### config.mk
export PLATFORM = sky130hd
export DESIGN_NAME = scan_tester_flat
export DESIGN_NICKNAME = d
export VERILOG_FILES = /design/src/rtl/scan_pkg.sv /design/src/rtl/scan_tester_if.sv /design/src/rtl/scan_shift_reg.sv /design/src/rtl/scan_tester.sv /design/src/flat_wrapper.sv
export SDC_FILE = /design/constraint.sdc
export NUM_CORES = 1
export LEC_CHECK = 0
export ABC_AREA = 1
export CORE_ASPECT_RATIO = 1.1
export CORE_MARGIN = 2
export CORE_UTILIZATION = 46
export DETAILED_ROUTE_END_ITERATION = 6
export PLACE_DENSITY = 0.74
export SETUP_SLACK_MARGIN = 0.02
export SYNTH_ARGS = -nofsm -noshare
export SYNTH_HDL_FRONTEND = slang
export SYNTH_SLANG_ARGS = --single-unit
### constraint.sdc
create_clock -name clk -period 2.1 [get_ports clk]
set_clock_uncertainty 0.2 [all_clocks]
set_input_delay 0.42 -clock clk [delete_from_list [all_inputs] [get_ports clk]]
set_output_delay 0.42 -clock clk [all_outputs]
set_load 0.005 [all_outputs]
### src/rtl/scan_pkg.sv
// Shared types and helpers for the scan_tester controller: FSM state encoding
// and the popcount used to score a scan response.
package scan_pkg;

    localparam logic [2:0] ST_IDLE    = 3'd0;
    localparam logic [2:0] ST_LOAD    = 3'd1;
    localparam logic [2:0] ST_CAPTURE = 3'd2;
    localparam logic [2:0] ST_UNLOAD  = 3'd3;
    localparam logic [2:0] ST_CHECK   = 3'd4;

    typedef enum logic [2:0] {
        IDLE    = ST_IDLE,
        LOAD    = ST_LOAD,
        CAPTURE = ST_CAPTURE,
        UNLOAD  = ST_UNLOAD,
        CHECK   = ST_CHECK
    } state_t;

    // Widest chain the popcount helper can score; callers zero-extend into it.
    localparam int POP_W = 64;

    function automatic int popcount(input logic [POP_W-1:0] v);
        int n;
        n = 0;
        for (int i = 0; i < POP_W; i++) begin
            n = n + int'(v[i]);
        end
        return n;
    endfunction

endpackage

### src/rtl/scan_tester_if.sv
// Sequencer-side handshake bundle for scan_tester.
// The mask field exists only when SCAN_TESTER_MASK_EN is defined.
interface scan_tester_if #(
    parameter int CHAIN_LEN = 4
) ();
    localparam int CNT_W = $clog2(CHAIN_LEN + 1);

    logic                 start;
    logic [CHAIN_LEN-1:0] pattern;
    logic [CHAIN_LEN-1:0] expected;
`ifdef SCAN_TESTER_MASK_EN
    logic [CHAIN_LEN-1:0] mask;
`endif
    logic                 busy;
    logic                 done;
    logic                 pass;
    logic [CNT_W-1:0]     fail_count;
    logic [CHAIN_LEN-1:0] response;

    modport master (
        output start, pattern, expected,
`ifdef SCAN_TESTER_MASK_EN
        output mask,
`endif
        input  busy, done, pass, fail_count, response
    );

    modport slave (
        input  start, pattern, expected,
`ifdef SCAN_TESTER_MASK_EN
        input  mask,
`endif
        output busy, done, pass, fail_count, response
    );

endinterface

### src/rtl/scan_shift_reg.sv
// Shift-left register with serial input at the LSB and parallel load/output.
module scan_shift_reg #(
    parameter int WIDTH = 4
) (
    input  logic             clk,
    input  logic             rst,
    input  logic             load,
    input  logic [WIDTH-1:0] load_val,
    input  logic             shift,
    input  logic             ser_in,
    output logic [WIDTH-1:0] q
);

    // Parallel load takes priority over shifting.
    always_ff @(posedge clk or negedge rst) begin
        if (!rst) begin
            q <= '0;
        end else if (load) begin
            q <= load_val;
        end else if (shift) begin
            q <= {q[WIDTH-2:0], ser_in};
        end
    end

endmodule

### src/rtl/scan_tester.sv
// Scan test controller: load a pattern, capture once, unload and score the response.
// Optional per-bit compare masking is enabled by defining SCAN_TESTER_MASK_EN.
module scan_tester
    import scan_pkg::*;
#(
    parameter int CHAIN_LEN = 4,
    parameter int CNT_W     = $clog2(CHAIN_LEN + 1)
) (
    input  logic          clk,
    input  logic          rst,
    scan_tester_if.slave  bus,
    input  logic          chain_so,
    output logic          scan_en,
    output logic          scan_in
);

    state_t               state;
    logic [CNT_W-1:0]     cnt;
    logic                 last_bit;
    logic                 accept;
    logic [CHAIN_LEN-1:0] pat_q;
    logic [CHAIN_LEN-1:0] resp_q;
    logic [CHAIN_LEN-1:0] exp_q;
    logic [CHAIN_LEN-1:0] diff;
`ifdef SCAN_TESTER_MASK_EN
    logic [CHAIN_LEN-1:0] mask_q;
`endif

    assign accept   = (state == IDLE) && bus.start;
    assign last_bit = (cnt == CNT_W'(CHAIN_LEN - 1));

    // The MSB goes straight into the scan_in flop at acceptance, so the
    // register holds the remaining bits pre-shifted one place.
    scan_shift_reg #(.WIDTH(CHAIN_LEN)) u_pattern (
        .clk      (clk),
        .rst      (rst),
        .load     (accept),
        .load_val ({bus.pattern[CHAIN_LEN-2:0], 1'b0}),
        .shift    (state == LOAD),
        .ser_in   (1'b0),
        .q        (pat_q)
    );

    scan_shift_reg #(.WIDTH(CHAIN_LEN)) u_response (
        .clk      (clk),
        .rst      (rst),
        .load     (accept),
        .load_val ('0),
        .shift    (state == UNLOAD),
        .ser_in   (chain_so),
        .q        (resp_q)
    );

    always_comb begin
`ifdef SCAN_TESTER_MASK_EN
        diff = (resp_q ^ exp_q) & ~mask_q;
`else
        diff = resp_q ^ exp_q;
`endif
    end

    // Sequencer FSM; every externally visible control bit is a flop here.
    always_ff @(posedge clk or negedge rst) begin
        if (!rst) begin
            state        <= IDLE;
            cnt          <= '0;
            scan_en      <= 1'b0;
            scan_in      <= 1'b0;
            exp_q        <= '0;
`ifdef SCAN_TESTER_MASK_EN
            mask_q       <= '0;
`endif
            bus.busy       <= 1'b0;
            bus.done       <= 1'b0;
            bus.pass       <= 1'b0;
            bus.fail_count <= '0;
            bus.response   <= '0;
        end else begin
            bus.done <= 1'b0;
            case (state)
                IDLE: begin
                    if (bus.start) begin
                        state    <= LOAD;
                        cnt      <= '0;
                        exp_q    <= bus.expected;
`ifdef SCAN_TESTER_MASK_EN
                        mask_q   <= bus.mask;
`endif
                        scan_en  <= 1'b1;
                        scan_in  <= bus.pattern[CHAIN_LEN-1];
                        bus.busy <= 1'b1;
                    end
                end
                LOAD: begin
                    if (last_bit) begin
                        state   <= CAPTURE;
                        cnt     <= '0;
                        scan_en <= 1'b0;
                        scan_in <= 1'b0;
                    end else begin
                        cnt     <= cnt + 1'b1;
                        scan_in <= pat_q[CHAIN_LEN-1];
                    end
                end
                CAPTURE: begin
                    state   <= UNLOAD;
                    scan_en <= 1'b1;
                end
                UNLOAD: begin
                    if (last_bit) begin
                        state   <= CHECK;
                        cnt     <= '0;
                        scan_en <= 1'b0;
                    end else begin
                        cnt <= cnt + 1'b1;
                    end
                end
                CHECK: begin
                    state          <= IDLE;
                    bus.busy       <= 1'b0;
                    bus.done       <= 1'b1;
                    bus.response   <= resp_q;
                    bus.fail_count <= CNT_W'(popcount(POP_W'(diff)));
                    bus.pass       <= (diff == '0);
                end
                default: begin
                    state    <= IDLE;
                    scan_en  <= 1'b0;
                    scan_in  <= 1'b0;
                    bus.busy <= 1'b0;
                end
            endcase
        end
    end

endmodule

### src/flat_wrapper.sv
// flat-port wrapper written by rule: the top's interface ports become plain ports
module scan_tester_flat import scan_pkg::*;
#(
    parameter int CHAIN_LEN = 4,
    parameter int CNT_W     = $clog2(CHAIN_LEN + 1)
)
  (clk, rst, chain_so, scan_en, scan_in, bus_start, bus_pattern, bus_expected, bus_busy, bus_done, bus_pass, bus_fail_count, bus_response);
  scan_tester_if #(.CHAIN_LEN(CHAIN_LEN)) bus_i ();
  input  logic clk;
  input  logic rst;
  input  logic chain_so;
  output logic scan_en;
  output logic scan_in;
  input wire logic [$bits(bus_i.start)-1:0] bus_start;
  input wire logic [$bits(bus_i.pattern)-1:0] bus_pattern;
  input wire logic [$bits(bus_i.expected)-1:0] bus_expected;
  output wire logic [$bits(bus_i.busy)-1:0] bus_busy;
  output wire logic [$bits(bus_i.done)-1:0] bus_done;
  output wire logic [$bits(bus_i.pass)-1:0] bus_pass;
  output wire logic [$bits(bus_i.fail_count)-1:0] bus_fail_count;
  output wire logic [$bits(bus_i.response)-1:0] bus_response;
  assign bus_i.start = bus_start;
  assign bus_i.pattern = bus_pattern;
  assign bus_i.expected = bus_expected;
  assign bus_busy = bus_i.busy;
  assign bus_done = bus_i.done;
  assign bus_pass = bus_i.pass;
  assign bus_fail_count = bus_i.fail_count;
  assign bus_response = bus_i.response;
  scan_tester #(.CHAIN_LEN(CHAIN_LEN), .CNT_W(CNT_W)) u_core (.clk(clk), .rst(rst), .bus(bus_i), .chain_so(chain_so), .scan_en(scan_en), .scan_in(scan_in));
endmodule
==> images/power_grid.png <==
Pins as bars on the die edge. Tap cells in gray.
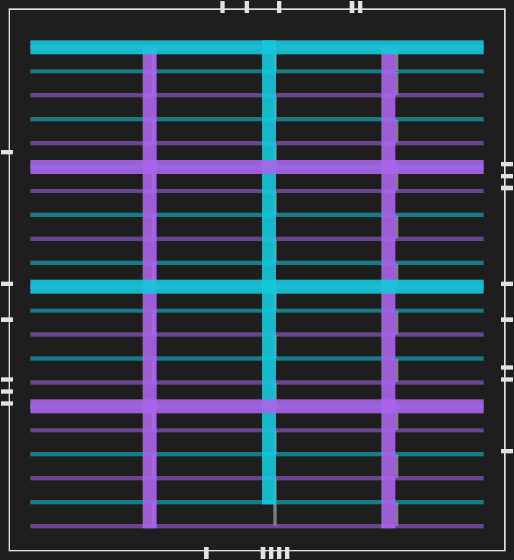
legend:
  purple:
    net: VSS
  cyan:
    net: VDD
tap cells: 33
met1 rails: 21
signal pins: 24
rows: 20
met4 straps: 3
Die Height: 61.37 um
Worst VDD drop: 0.8111 mV

==> images/congestion.png <==
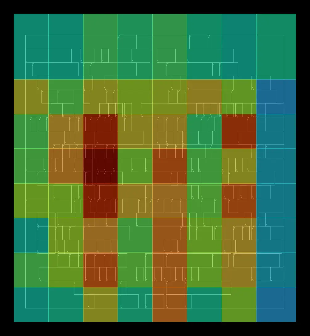
busiest grt layer: met2
met3 Usage GRT: 0.06513
fin util: 0.6067

==> images/io_fan.png <==
Scale bar: 20 um.
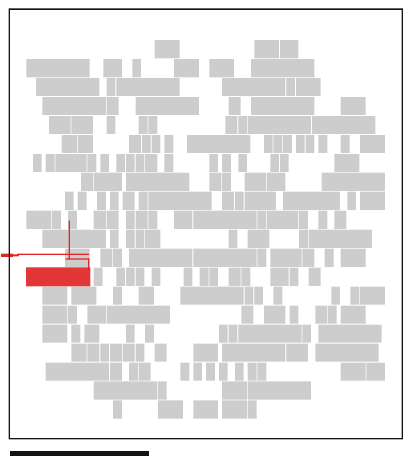
legend:
  red:
    port: bus_busy
    bits: 1
    direction: output
    edge: west
    end_cells: 1
    buffers: 1
    wire: 21.3 um
I/O pin cnt: 24
number of port buffers: 23

==> flow_summary.json <==
{
  "finalSetupViolCount": 0,
  "drt_iter0_drc": 18,
  "rsz0062_at_grt": "false",
  "antenna_found_initial": 0,
  "synth-seq-cells": 29,
  "clock_area_frac": 0.03017,
  "fin_area_um2": 1700,
  "fillers": 261,
  "dr_wl_met2_um": 1290,
  "grt_pass1_wl_um": 4671,
  "wl_met3_um": 124,
  "cp_slowest_cell": "dfrtp_1",
  "num_antenna_cells": 0,
  "path_depth": 9,
  "seq_area_frac": 0.4268,
  "internal_power_mw": 1.499,
  "pre_cts_ws_ns": 0.005742,
  "routabilityCongestion": 0.9263,
  "maxSlewHeadroom": 0.7559,
  "viasPerCell": 4.885,
  "rows": 20,
  "yosys_warnings": 0,
  "p_clk_frac": 0.126,
  "layout-drive-gt1-share": 0.09794,
  "final.min_clock_period_ns": 1.972,
  "critical_path_buf_inv_count": 3,
  "slew_viol_final": 0,
  "r2r_slack_ns": 0.13,
  "yosys_cells": 163,
  "power_leakage_nw": 0.9169,
  "grt_pass1_vias": 1135,
  "clock_latency_ns": 0.33,
  "dieWidth_um": 56.16,
  "hold_ws_ns": 0.2555,
  "cts_tree": "done",
  "syn_area_per_cell_um2": 8.444,
  "clkbuf_count": 6,
  "area_share_nonclk_buffers": 0.1442,
  "final_cell_mix": "nand2_1 (57), dfrtp_1 (29), inv_1 (23), clkdlybuf4s50_1 (23), nand3_1 (12)",
  "outcome": "finished, final reports clean",
  "cts_root_buf": "clkbuf_4"
}
==> images/wires.png <==
Only two layers are drawn.
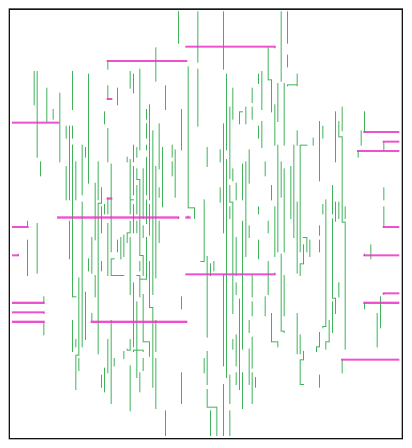
legend:
  magenta:
    layer: metal 3
    wire_length: 125 um
  green:
    layer: metal 2
    wire_length: 1290 um
WL/cell: 11.21 um
total track usage: 0.1814

==> images/layer_met1.png <==
Scale bar: 20 um. Supply wires on this layer in gray. Cells faint in the background.
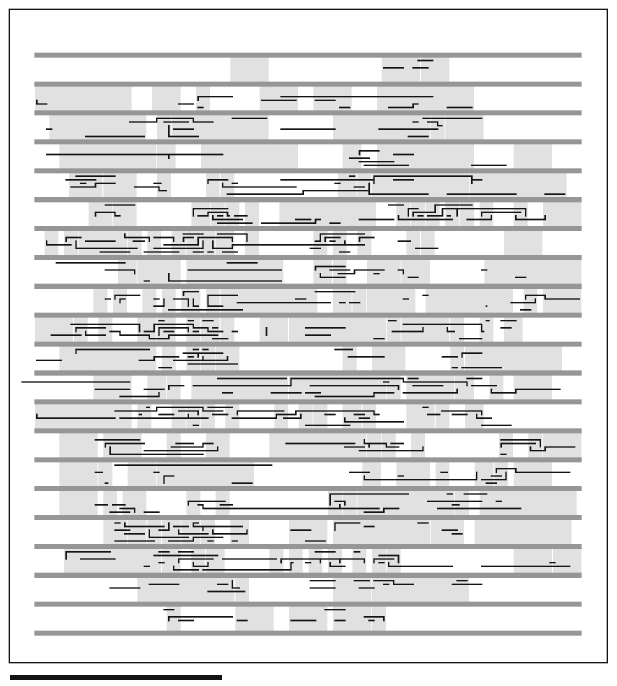
wire length on this layer: 1060 um
main direction: horizontal
grt met1 use: 0.1927
WL final: 2545 um
total number of vias: 1109

-- cells in the mapped netlist --
master,instances,share of area
nand2_1,57,0.16
dfrtp_1,29,0.53
inv_1,24,0.065
nand3_1,12,0.044
nor2_1,8,0.022
o21ai_1,6,0.022
o21ai_0,5,0.018
ha_1,4,0.036
xor2_1,3,0.019
a21oi_2,2,0.013
nand2_2,2,0.0091
nand4_1,2,0.0091
buf_2,1,0.0036
buf_6,1,0.0082
fa_1,1,0.015
inv_2,1,0.0027
nand3_2,1,0.0073
nor2_2,1,0.0045
nor2_4,1,0.0082
or2_1,1,0.0045
xnor2_1,1,0.0064
-- sequential cells by signal (all words and copies together) (netlist names) --
signal                 flops
u_core.bus.busy            1
u_core.bus.pass            1
u_core.u_response.q        4
u_core.exp_q               4
u_core.scan_en             1
u_core.state               3
u_core.bus.response        4
u_core.scan_in             1
u_core.bus.fail_count      3
u_core.u_pattern.q         3
u_core.cnt                 3
u_core.bus.done            1
-- cells by family after synthesis --
kind of cell             Yosys count  synth area share
AND-OR/OR-AND                     13           0.05273
AND/OR/NAND/NOR                   85            0.2636
buffers and inverters             27           0.08000
adder cells (fa/ha/maj)            5           0.05091
XOR/XNOR                           4           0.02546
flip-flops                        29            0.5273
-- what timing repair did --
| action | CTS | global route |
|---|---|---|
| resized | 1 | 1 |
| setup endpoints to repair | 1 | 1 |
| setup buffers | 1 | 0 |
| pin swaps | 1 | 2 |
-- power by group through the flow --
stage / Combinational [mW] / Sequential [mW] / Clock (mW)
2_1_floorplan: 0.822 / 0.963 / 0
3_3_place_gp: 1.18 / 0.965 / 0
3_5_place_dp: 1.22 / 0.976 / 0
5_1_grt: 1.46 / 0.999 / 0.364
4_1_cts: 1.26 / 0.965 / 0.337
6_report: 1.27 / 0.963 / 0.322
No activity file was given, so power comes from the tool's default toggle rates.
